==> config.mk <==
export PLATFORM = sky130hd
export DESIGN_NAME = exec_unit_mdu_flat
export DESIGN_NICKNAME = d
export VERILOG_FILES = /design/src/rtl/exec_unit_mdu_if.sv /design/src/rtl/exec_unit_mdu.sv /design/src/flat_wrapper.sv
export SDC_FILE = /design/constraint.sdc
export NUM_CORES = 1
export LEC_CHECK = 0
export CORE_MARGIN = 1.5
export CORE_UTILIZATION = 35
export DETAILED_ROUTE_END_ITERATION = 10
export PLACE_DENSITY = 0.54
export SLEW_MARGIN = 15
export SYNTH_ARGS = -nofsm -noshare
export SYNTH_HDL_FRONTEND = slang
export SYNTH_SLANG_ARGS = --single-unit
==> constraint.sdc <==
create_clock -name clk -period 6.37 [get_ports clk]
set_input_delay 1.274 -clock clk [delete_from_list [all_inputs] [get_ports clk]]
set_output_delay 1.274 -clock clk [all_outputs]
set_load 0.005 [all_outputs]
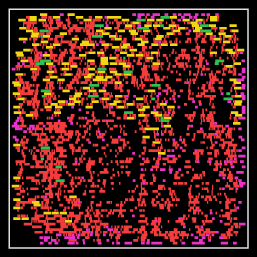
(run_1/placement_by_type.png)
Scale: 1 px per um.
color	class	cells	share of their area
yellow	sequential cells	200	19%
red	combinational and other logic	2275	68%
green	clock drivers and dummy loads	32	3.1%
magenta	remaining buffers and delay cells	245	9.9%
sequential share of cell area: 0.1814
utilization of the core after routing: 0.4089
core outline area: 54030 um^2
cell row count: 85
final standard cell area without fillers: 22090 um^2

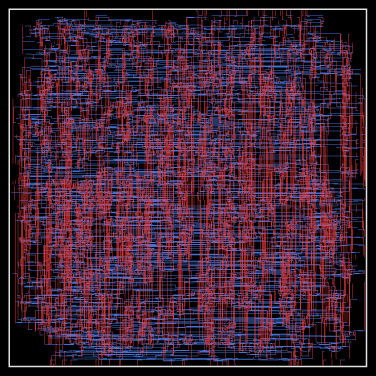
(run_1/wires.png)
Scale: 1.5 px per um. Only two layers are drawn.
color	layer	wire length
blue	metal 1	43.9 mm
red	metal 2	44.4 mm
GRT Resource Usage Total: 0.3494
DRT Wirelength: 100300 um

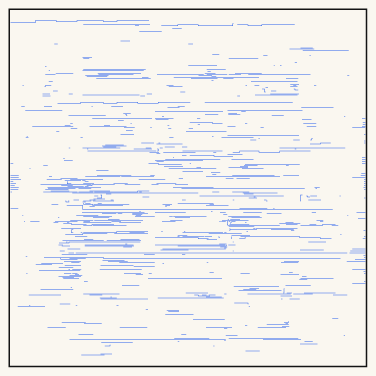
(run_1/layer_met3.png)
Scale: 1.5 px per um.
nets with wire on the layer	369
share of all routed wire	6.9%
wire length on this layer	6930 um
main direction	horizontal
met3 demand-to-capacity share in global routing: 0.05377
detailed-route via count: 21230

==> run notes, run 1 <==
- **data required time of the worst path** 6810 ps
- **number of endpoints failing setup at the final stage** 0
- **worst hold path stage count** 2
- **run status** completed
- **Design Power** 3.778 mW
- **Sequential Power** 1.28 mW
- **final estimated routing congestion in global placement** 0.9891
- **family with the most delay on the worst path** AND-OR/OR-AND gates
- **number of buffers inserted by post-CTS setup repair** 0
- **compound-gate portion of the synthesized area** 0.2643
- **stage-log warning count** 96
- **Routed Antenna Nets** 0
- **initial antenna violation count** 5
- **cell at the root of the clock tree** sky130_fd_sc_hd__clkbuf_16
- **final number of hold-violating endpoints** 0
- **power density over the cells** 171.0 nW/um^2
- **inverter count of the layout excluding clock inverters** 134
- **Switching Power** 1.367 mW
- **number of global-route vias before repair** 20150
- **leakage power total** 9.067 nW
- **type of the most critical hold path** reg -> reg
- **proportion of synthesized chip area in sequential cells** 0.2085
- **met1 demand-to-capacity share in global routing** 0.4669
- **clock buffer count from CTS** 17
- **Port-buffer cells** 110
- **proportion of final cell area spent on non-clock buffers** 0.09509
- **Iteration-0 DRC Markers** 2363
- **post-synthesis cell count** 2659
- **total of max-cap violations** 0
- **largest fanout on the critical path** 11
- **nets@finish** 2952
- **dominant kind of cell** combinational gates
- **placement-stage worst setup slack** 416.8 ps
- **top metal layer carrying routed signals** met5
- **Max Clk Rate** 178.3 MHz
==> run_1/flops_by_reg.png <==
Scale: 2 px per um.
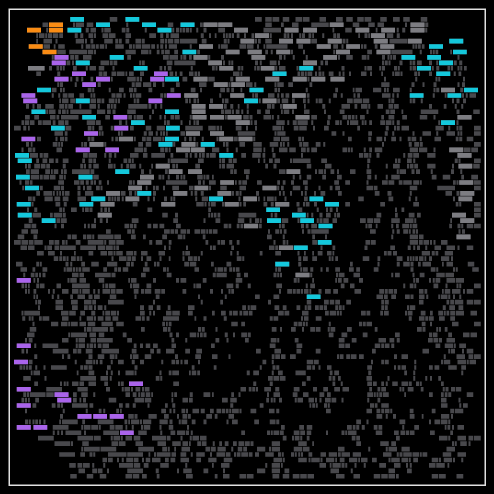

==> inputs of run 2 (changes only) <==
--- a/config.mk
+++ b/config.mk
@@ -8,6 +8,7 @@
 export CORE_MARGIN = 1.5
 export CORE_UTILIZATION = 35
 export DETAILED_ROUTE_END_ITERATION = 10
+export MAX_ROUTING_LAYER = met4
 export PLACE_DENSITY = 0.54
 export SLEW_MARGIN = 15
 export SYNTH_ARGS = -nofsm -noshare
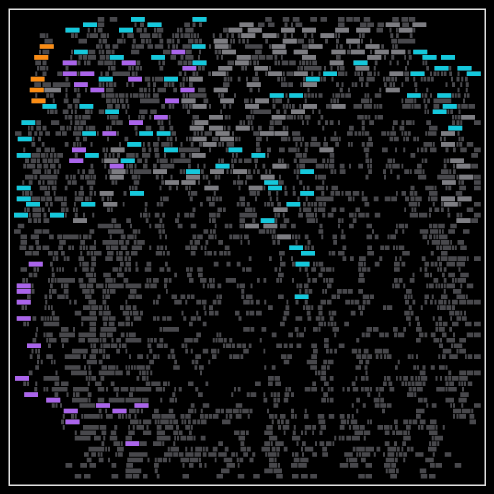
(run_2/flops_by_reg.png)
Scale: 2 px per um.
color	signal	placed flops
cyan	`u_core.r_prod`	64
orange	`u_core.r_cnt`	5
purple	`u_core.r_opnd`	32
utilization of the core after routing: 0.4040
Sequential Power: 1.28 mW

==> run 2 against run 1 <==
Largest power group is now registers. Combinational power about the same. Critical endpoint unchanged. Cell area down 1.2%. Clock power down about 10%.
==> run notes, run 2 <==
- **Port-buffer cells** 110, unchanged
- **CTS tree** built
- **dominant kind of cell** combinational gates
- **leakage power total** 8.913 nW, -1.7%
- **worst hold path stage count** 2, unchanged
- **met3 demand-to-capacity share in global routing** 0.05075, -0.003019
- **largest fanout on the critical path** 9, -2
- **Design Power** 3.597 mW, -4.8%
- **final estimated routing congestion in global placement** 1.044, +5.5%
- **proportion of final cell area spent on non-clock buffers** 0.08777, -0.007323
- **compound-gate portion of the synthesized area** 0.2643, unchanged
- **Max Clk Rate** 181.5 MHz, +1.8%
- **Iteration-0 DRC Markers** 2519, +6.6%
- **met1 demand-to-capacity share in global routing** 0.4664, -0.0005036
- **Routed Antenna Nets** 0, unchanged
- **proportion of synthesized chip area in sequential cells** 0.2085, unchanged
- **Avg WL per Cell** 28.49 um
- **cell row count** 85, unchanged
- **number of buffers inserted by post-CTS setup repair** 0, unchanged
- **Switching Power** 1.353 mW, -1.0%
- **register-to-register path setup slack** 1730 ps
- **inverter count of the layout excluding clock inverters** 134, unchanged
- **placement-stage worst setup slack** 522.7 ps, +105.8 ps
- **clock buffer count from CTS** 17, unchanged
- **nets@finish** 2929, -0.78%
- **number of endpoints failing setup at the final stage** 0, unchanged
- **sequential share of cell area** 0.1836, +0.002215
- **cell at the root of the clock tree** sky130_fd_sc_hd__clkbuf_16
- **data required time of the worst path** 6800 ps, about the same
- **number of global-route vias before repair** 19990, -0.83%
- **post-synthesis cell count** 2659, unchanged
- **clock network contribution to total cell area** 0.02683
- **family with the most delay on the worst path** AND-OR/OR-AND gates
- **run status** completed
- **final standard cell area without fillers** 21830 um^2, -1.2%
- **final number of hold-violating endpoints** 0, unchanged
- **DRT Wirelength** 97630 um, -2.6%
- **stage-log warning count** 97, +1.0%
- **core outline area** 54030 um^2, unchanged
- **initial antenna violation count** 4, -1
- **GRT Resource Usage Total** 0.3526, +0.003217
- **multi-input logic area** 13940 um^2
Power and IR drop assume default switching activity.
